Figure 1. Routing congestion map.
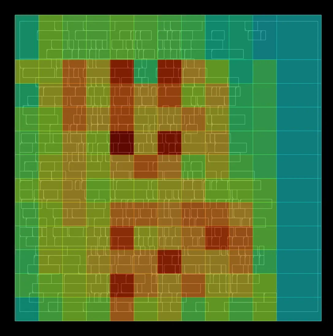
Figure 2. Cell classes on the final placement.
Bar = 20 microns.
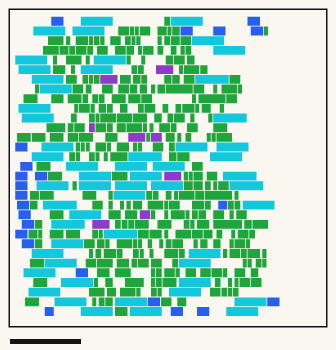
Figure 3. Register map, names as in the netlist.
Bar = 20 microns. Other sequential cells in the stronger grey, the rest of the logic in the fainter grey.
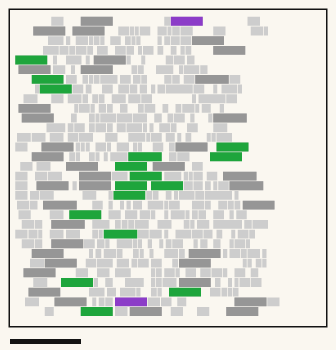
Figure 4. Selected gate families.
Bar = 20 microns.
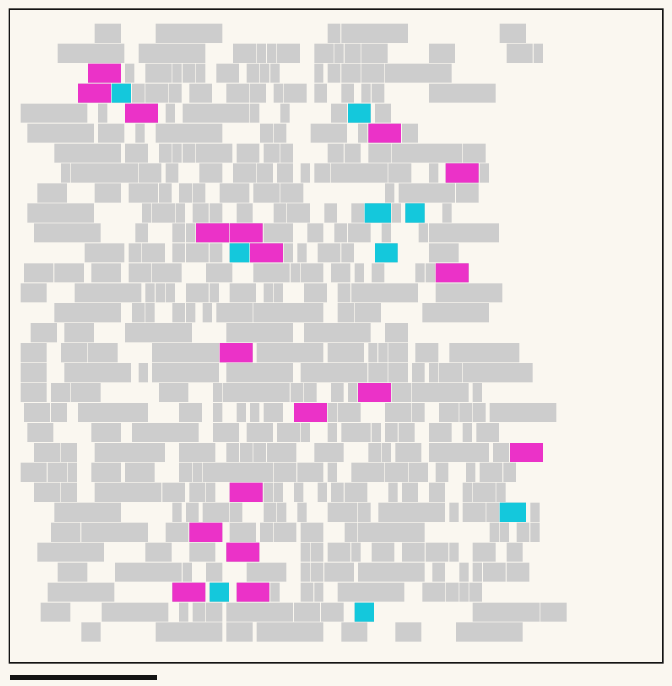
Figure 5. Cell sizes after repair.
Bar = 20 microns.
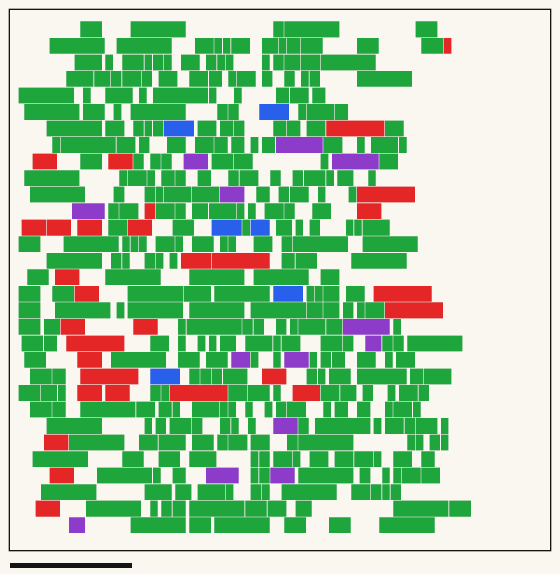
<file path="config.mk">
export PLATFORM = sky130hd
export DESIGN_NAME = clk_div_prog_multi
export DESIGN_NICKNAME = d
export VERILOG_FILES = /design/src/rtl/clk_div_pkg.sv /design/src/rtl/clk_div_channel.sv /design/src/rtl/clk_div_prog_multi.sv
export SDC_FILE = /design/constraint.sdc
export NUM_CORES = 1
export LEC_CHECK = 0
export ABC_CLOCK_PERIOD_IN_PS = 4500
export CORE_UTILIZATION = 50
export DETAILED_ROUTE_END_ITERATION = 7
export PLACE_DENSITY = 0.75
export SYNTH_ARGS = -nofsm -noshare
export SYNTH_HDL_FRONTEND = slang
export SYNTH_SLANG_ARGS = --single-unit
</file>
<file path="constraint.sdc">
create_clock -name clk_in -period 4.5 [get_ports clk_in]
set_input_delay 0.675 -clock clk_in [delete_from_list [all_inputs] [get_ports clk_in]]
set_output_delay 0.675 -clock clk_in [all_outputs]
set_load 0.02 [all_outputs]
</file>
<file path="src/rtl/clk_div_pkg.sv">
// Shared constants, channel mode encoding and index-width helper for the
// multi-channel programmable clock divider.
package clk_div_pkg;

  localparam int unsigned CLKDIV_MIN_DIV = 2;
  localparam int unsigned CLKDIV_MAX_NCH = 8;

  typedef enum logic [1:0] {
    CH_PARK,
    CH_RUN,
    CH_SYNC
  } ch_mode_e;

  // One extra bit so that out-of-range indices (>= NCH) are representable and rejectable.
  function automatic int unsigned clkdiv_ch_w(input int unsigned nch);
    return $clog2(nch) + 1;
  endfunction

endpackage

</file>
<file path="src/rtl/clk_div_channel.sv">
// One divider channel: period counter, shadow divisor register, boundary-only
// apply logic and registered clk_out/tick decode.
module clk_div_channel
  import clk_div_pkg::*;
#(
  parameter int unsigned CW          = 8,
  parameter int unsigned DEFAULT_DIV = 4
) (
  input  logic          clk_in,
  input  logic          rst,
  input  logic          enable,
  input  logic          sync,
  input  logic          wr_en,
  input  logic [CW-1:0] wr_val,
  output logic          pending,
  output logic          clk_out,
  output logic          tick
);

  localparam logic [CW-1:0] DEF_DIV = CW'(DEFAULT_DIV);
  localparam logic [CW-1:0] ONE     = CW'(1);

  logic [CW-1:0] cnt_q, div_q, pend_div_q;
  logic [CW-1:0] cnt_d, div_d, pend_div_d;
  logic          pend_flag_q, clk_out_q, tick_q;
  logic          pend_flag_d, clk_out_d, tick_d;
  logic          at_term, apply;
  ch_mode_e      mode;

  always_comb begin
    mode = CH_PARK;
    if (enable) mode = sync ? CH_SYNC : CH_RUN;

    at_term = (cnt_q == (div_q - ONE));
    // A sync pulse forces a boundary on enabled channels, so pending values land there too.
    apply   = pend_flag_q && (at_term || (mode == CH_SYNC));
    div_d   = apply ? pend_div_q : div_q;

    cnt_d     = div_d - ONE;
    clk_out_d = 1'b0;
    tick_d    = 1'b0;
    case (mode)
      CH_RUN: begin
        cnt_d     = at_term ? '0 : (cnt_q + ONE);
        clk_out_d = (cnt_d < (div_d >> 1));
        tick_d    = (cnt_d == '0);
      end
      CH_SYNC: begin
        cnt_d     = '0;
        clk_out_d = 1'b1;
        tick_d    = 1'b1;
      end
      default: ;
    endcase

    pend_div_d  = pend_div_q;
    pend_flag_d = pend_flag_q;
    if (wr_en) begin
      pend_div_d  = wr_val;
      pend_flag_d = 1'b1;
    end else if (apply) begin
      pend_flag_d = 1'b0;
    end
  end

  always_ff @(posedge clk_in or posedge rst) begin
    if (rst) begin
      cnt_q       <= DEF_DIV - ONE;
      div_q       <= DEF_DIV;
      pend_div_q  <= DEF_DIV;
      pend_flag_q <= 1'b0;
      clk_out_q   <= 1'b0;
      tick_q      <= 1'b0;
    end else begin
      cnt_q       <= cnt_d;
      div_q       <= div_d;
      pend_div_q  <= pend_div_d;
      pend_flag_q <= pend_flag_d;
      clk_out_q   <= clk_out_d;
      tick_q      <= tick_d;
    end
  end

  assign pending = pend_flag_q;
  assign clk_out = clk_out_q;
  assign tick    = tick_q;

endmodule

</file>
<file path="src/rtl/clk_div_prog_multi.sv">
// Multi-channel programmable clock divider top: write decode, reject check, div_err,
// channel array. Define CLKDIV_SYNC_EN to add the sync_in phase-align input.
module clk_div_prog_multi
  import clk_div_pkg::*;
#(
  parameter int unsigned NCH         = 2,
  parameter int unsigned CW          = 8,
  parameter int unsigned DEFAULT_DIV = 4
) (
  input  logic                          clk_in,
  input  logic                          rst,
  input  logic [NCH-1:0]                enable,
  input  logic                          div_wr,
  input  logic [clkdiv_ch_w(NCH)-1:0]   div_wr_ch,
  input  logic [CW-1:0]                 div_wr_val,
`ifdef CLKDIV_SYNC_EN
  input  logic                          sync_in,
`endif
  output logic                          div_err,
  output logic [NCH-1:0]                div_pending,
  output logic [NCH-1:0]                clk_out,
  output logic [NCH-1:0]                tick
);

  localparam int unsigned CHW = clkdiv_ch_w(NCH);

  logic           wr_ok, wr_reject, sync_w, div_err_q;
  logic [NCH-1:0] wr_sel;

`ifdef CLKDIV_SYNC_EN
  assign sync_w = sync_in;
`else
  assign sync_w = 1'b0;
`endif

  always_comb begin
    wr_ok     = div_wr && (div_wr_ch < CHW'(NCH)) && (div_wr_val >= CW'(CLKDIV_MIN_DIV));
    wr_reject = div_wr && !wr_ok;
    wr_sel    = '0;
    for (int unsigned k = 0; k < NCH; k++) begin
      wr_sel[k] = wr_ok && (div_wr_ch == CHW'(k));
    end
  end

  always_ff @(posedge clk_in or posedge rst) begin
    if (rst) div_err_q <= 1'b0;
    else     div_err_q <= wr_reject;
  end

  assign div_err = div_err_q;

  for (genvar k = 0; k < NCH; k++) begin : g_ch
    clk_div_channel #(
      .CW          (CW),
      .DEFAULT_DIV (DEFAULT_DIV)
    ) u_ch (
      .clk_in  (clk_in),
      .rst     (rst),
      .enable  (enable[k]),
      .sync    (sync_w),
      .wr_en   (wr_sel[k]),
      .wr_val  (div_wr_val),
      .pending (div_pending[k]),
      .clk_out (clk_out[k]),
      .tick    (tick[k])
    );
  end

endmodule

</file>
==> out/highlights.md <==
- finished clean — run status
- 22.19% — All-Layer GR Usage
- dfrtp_1 — Synth Flop Type
- 3.739 ns — fin crit period
- 17 — Worst Path Max Fanout
- 19.20% — area share of and/or/nand/nor cells after synthesis
- 0.5433 ns — Hold Worst Slack
- 31 — cell row count
- inv_1, ha_1, or4b_1, nor3_1, a2111oi_1, nor4_4, buf_4, nand2_4, mux2i_1, ha_1, a21o_1, a21oi_1, nor2b_1, a2111oi_1 — crit-path cells
- 0 — post-cts sizing count
- 6159 microns — placed wire-length estimate
- 88.86 microns — die height
- 41.05% — tightest slew margin relative to the limit
- 0 — # Post-CTS Setup Buffers
- 5 — clock buffers created by TritonCTS
- 1.873 nW — static leakage
- 36.75% — sequential share of the synthesized area
- 3.94 ns — Data arrival, critical path
- 7896 sq um — full die area
- 3772 sq um — post-synth area from yosys stat
- 0.3919 mV — IR drop worst, VDD
- no — setup repair after global routing missed its margin
- 3983 sq um — instance area after placement
- 32 — maximum number of pins on one net before global-route repair
- 51.73% — floorplan utilization
- 0 — antenna violations before repair
- 435 — Synth Net Count
- 0 — number of enable-type register cells in the synthesized netlist
- 0.8447 ns — worst setup slack before clock tree synthesis
- 88.86 microns — width of the die
- register to register — critical path class
- 22 — count of boundary I/O pins
- 0 — final tally of setup violations
- 0.54 ns — Largest stage delay, worst path
- 0 ns — Total Negative Setup Slacks
- 7292 sq um — core area
- 56 — Synth cell types
- 10.02% — multiplexer share of the synthesized area
- 3772 sq um — area of the mapped netlist
- 0 — CTS hold repair buffers
- 2142 sq um — Multi-input gate area
- 100.0% — share of synthesized registers carrying an async set or reset
- 0.31 ns — Late-Pin Clk Latency
- 0 — total count of hold-check failures in the final report
- 31.18% — area share, top type
- register to register — Hold Path Class
- register — critical path startpoint category
- clkbuf_8 — clk root buf
- 0 — diode insertion count for antenna repair
- 3.309 mW — total chip power
- 4074 sq um — post-route cell area
- 9.851% — AO/OA Area Share
- 402 — number of cell instances after yosys synthesis
- 9.384 sq um — mean post-synth cell area
- 83.10% — post-layout period usage
- 0.10 ns — clock transition time at the flip-flop clock pins of the worst setup and hold paths
- 26 — Log Warnings
- done — TritonCTS clock tree
- dfrtp_1, xnor2_1, ha_1 — top cells by area
- 5.970% — post-synthesis share of cell area spent on full adders, half adders and majority gates
- register — Worst setup EP type
- 0 — aggregate global routing overflow
- 439 — final-stage net count
- 12.04% — share of layout cells above drive strength 1
- 2,819 — detailed-route via count
- 2 — worst path buffer plus inverter count
- 498 — Post-Place Cells
- 812.2 nW/um^2 — ratio of total power to cell area
- 0 — Post-route DRC
- 0 — Yosys warning total
- g_ch.u_ch.cnt_q (16), g_ch.u_ch.div_q (16), g_ch.u_ch.pend_div_q (16) — Top Registers
- 2 — buffers from clock root to sink, at most
- 402 — gate count of the mapped netlist
- simple AND/OR/NAND/NOR gates — Main logic family
- 1386 sq um — register cell area after layout
- 2 — Clock H-tree levels
- 0.007544 ns — skew final
- 0.8824 ns — Worst Tran Pin Value
- 55 — TritonCTS sink count
- dfrtp_1 — post-synthesis cell type with the largest combined area
- 4 — number of search-and-repair iterations in the first detailed-routing pass
- simple AND/OR/NAND/NOR gates — Worst path top cell family by delay
- 13,140 microns — wire length of the first global-routing pass
- dfrtp_1, nand2_1, nor2_1 — most numerous cell types in the synthesized netlist
- 0 — final count of pins violating max slew
- 21 — PortBufs
- 0 — count of max-cap constraint violations
- 0 — Final ANT Viol Nets
- dfrtp_1 — cell with the biggest individual delay on the critical path
- 267.4 MHz — maximum clock rate
- 4.70 ns — required time at the worst-slack endpoint
- 2,677 — number of global-route vias before repair
- 0.7606 ns — Final Worst Setup Slack
- 11.74% — Synth Area in XOR/XNOR
- 7.993% — layout-stage area growth over the synthesis result
- 5.571 — average via count per standard cell
- 55 — flops out of synthesis
- 186 — Initial DRC Count
- 660 — Fill cells
- dfrtp_1 — Yosys top cell by instances
- 7989 microns — overall routed net length
- 0.9016 — routability-driven placement congestion ratio
About Figure 1:
routing usage on met2: 33.22%
layer with the highest usage: met1
WL per Instance: 15.79 microns
met1 Usage GRT: 33.23%
fraction of the core area covered by cells at the end of the flow: 55.87%

About Figure 2:
colour	class	cells
blue	other buffers and delay cells	23
purple	clock drivers and dummy loads	8
cyan	flops	55
green	combinational and other logic	321

About Figure 3:
colour	name in the netlist	flops
green	g_ch.u_ch.div_q	16
purple	g_ch.u_ch.pending	2

About Figure 4:
colour	family	cells
cyan	AND-OR and OR-AND gates	9
magenta	adder and majority cells	18
Comb area share: 52.58%
Top cell excl fill/tap: dfrtp_1
count of non-filler cells in the finished layout: 506

About Figure 5:
colour	size	cells	share
red	_2 cells	30	7.4%
green	_0 and _1 cells	358	88%
blue	_6 and larger	6	1.5%
purple	_3 and _4 cells	13	3.2%

## placed cells by master (no fill, tap or decap), types with 15 or more instances in the layout
cell type	n
mux2_2	18
xnor2_1	27
ha_1	18
xor2_1	21
clkdlybuf4s50_1	21
nor2_1	32
inv_1	27
a21oi_1	15
nand2_1	33
dfrtp_1	47
## per-layer routing
layer	global-route usage [%]	wire length, microns	vias to the layer above
met3	3.078	355	11
met5	0	0	-
li1	-	-	1390
met1	33.23	3929	1342
met2	33.22	3613	76
met4	6.745	90	0
## final timing paths
kind	start	end	slack, ns	cells after the start
worst max-delay path	g_ch[1].u_ch.div_q[0]	g_ch[1].u_ch.clk_out	0.76	14
worst min-delay path	g_ch[0].u_ch.pend_div_q[7]	g_ch[0].u_ch.pend_div_q[7]	0.54	1
worst max register to register	g_ch[1].u_ch.div_q[0]	g_ch[1].u_ch.clk_out	0.76	14
worst min register to register	g_ch[0].u_ch.pend_div_q[7]	g_ch[0].u_ch.pend_div_q[7]	0.54	1
max in group asynchronous	rst	g_ch[0].u_ch.div_q[2]	2.91	3
min in group asynchronous	rst	g_ch[1].u_ch.tick	0.77	2
## area by class of cell
cell class,count,area share (%)
Timing Repair Buffer,23,5.528
Clock buffer,5,1.689
Inverter,28,2.580
Clock inverter,3,0.5528
Tap cell,99,3.041
Multi-Input combinational cell,293,52.58
Sequential cell,55,34.03
## where the power goes
part / internal, mW / leakage, nW / total (mW) / switching (mW)
logic: 0.931 / 1.16 / 2.03 / 1.10
registers: 0.693 / 0.665 / 0.995 / 0.302
clock network: 0.112 / 0.0485 / 0.284 / 0.172
No activity file was given, so power comes from the tool's default toggle rates.
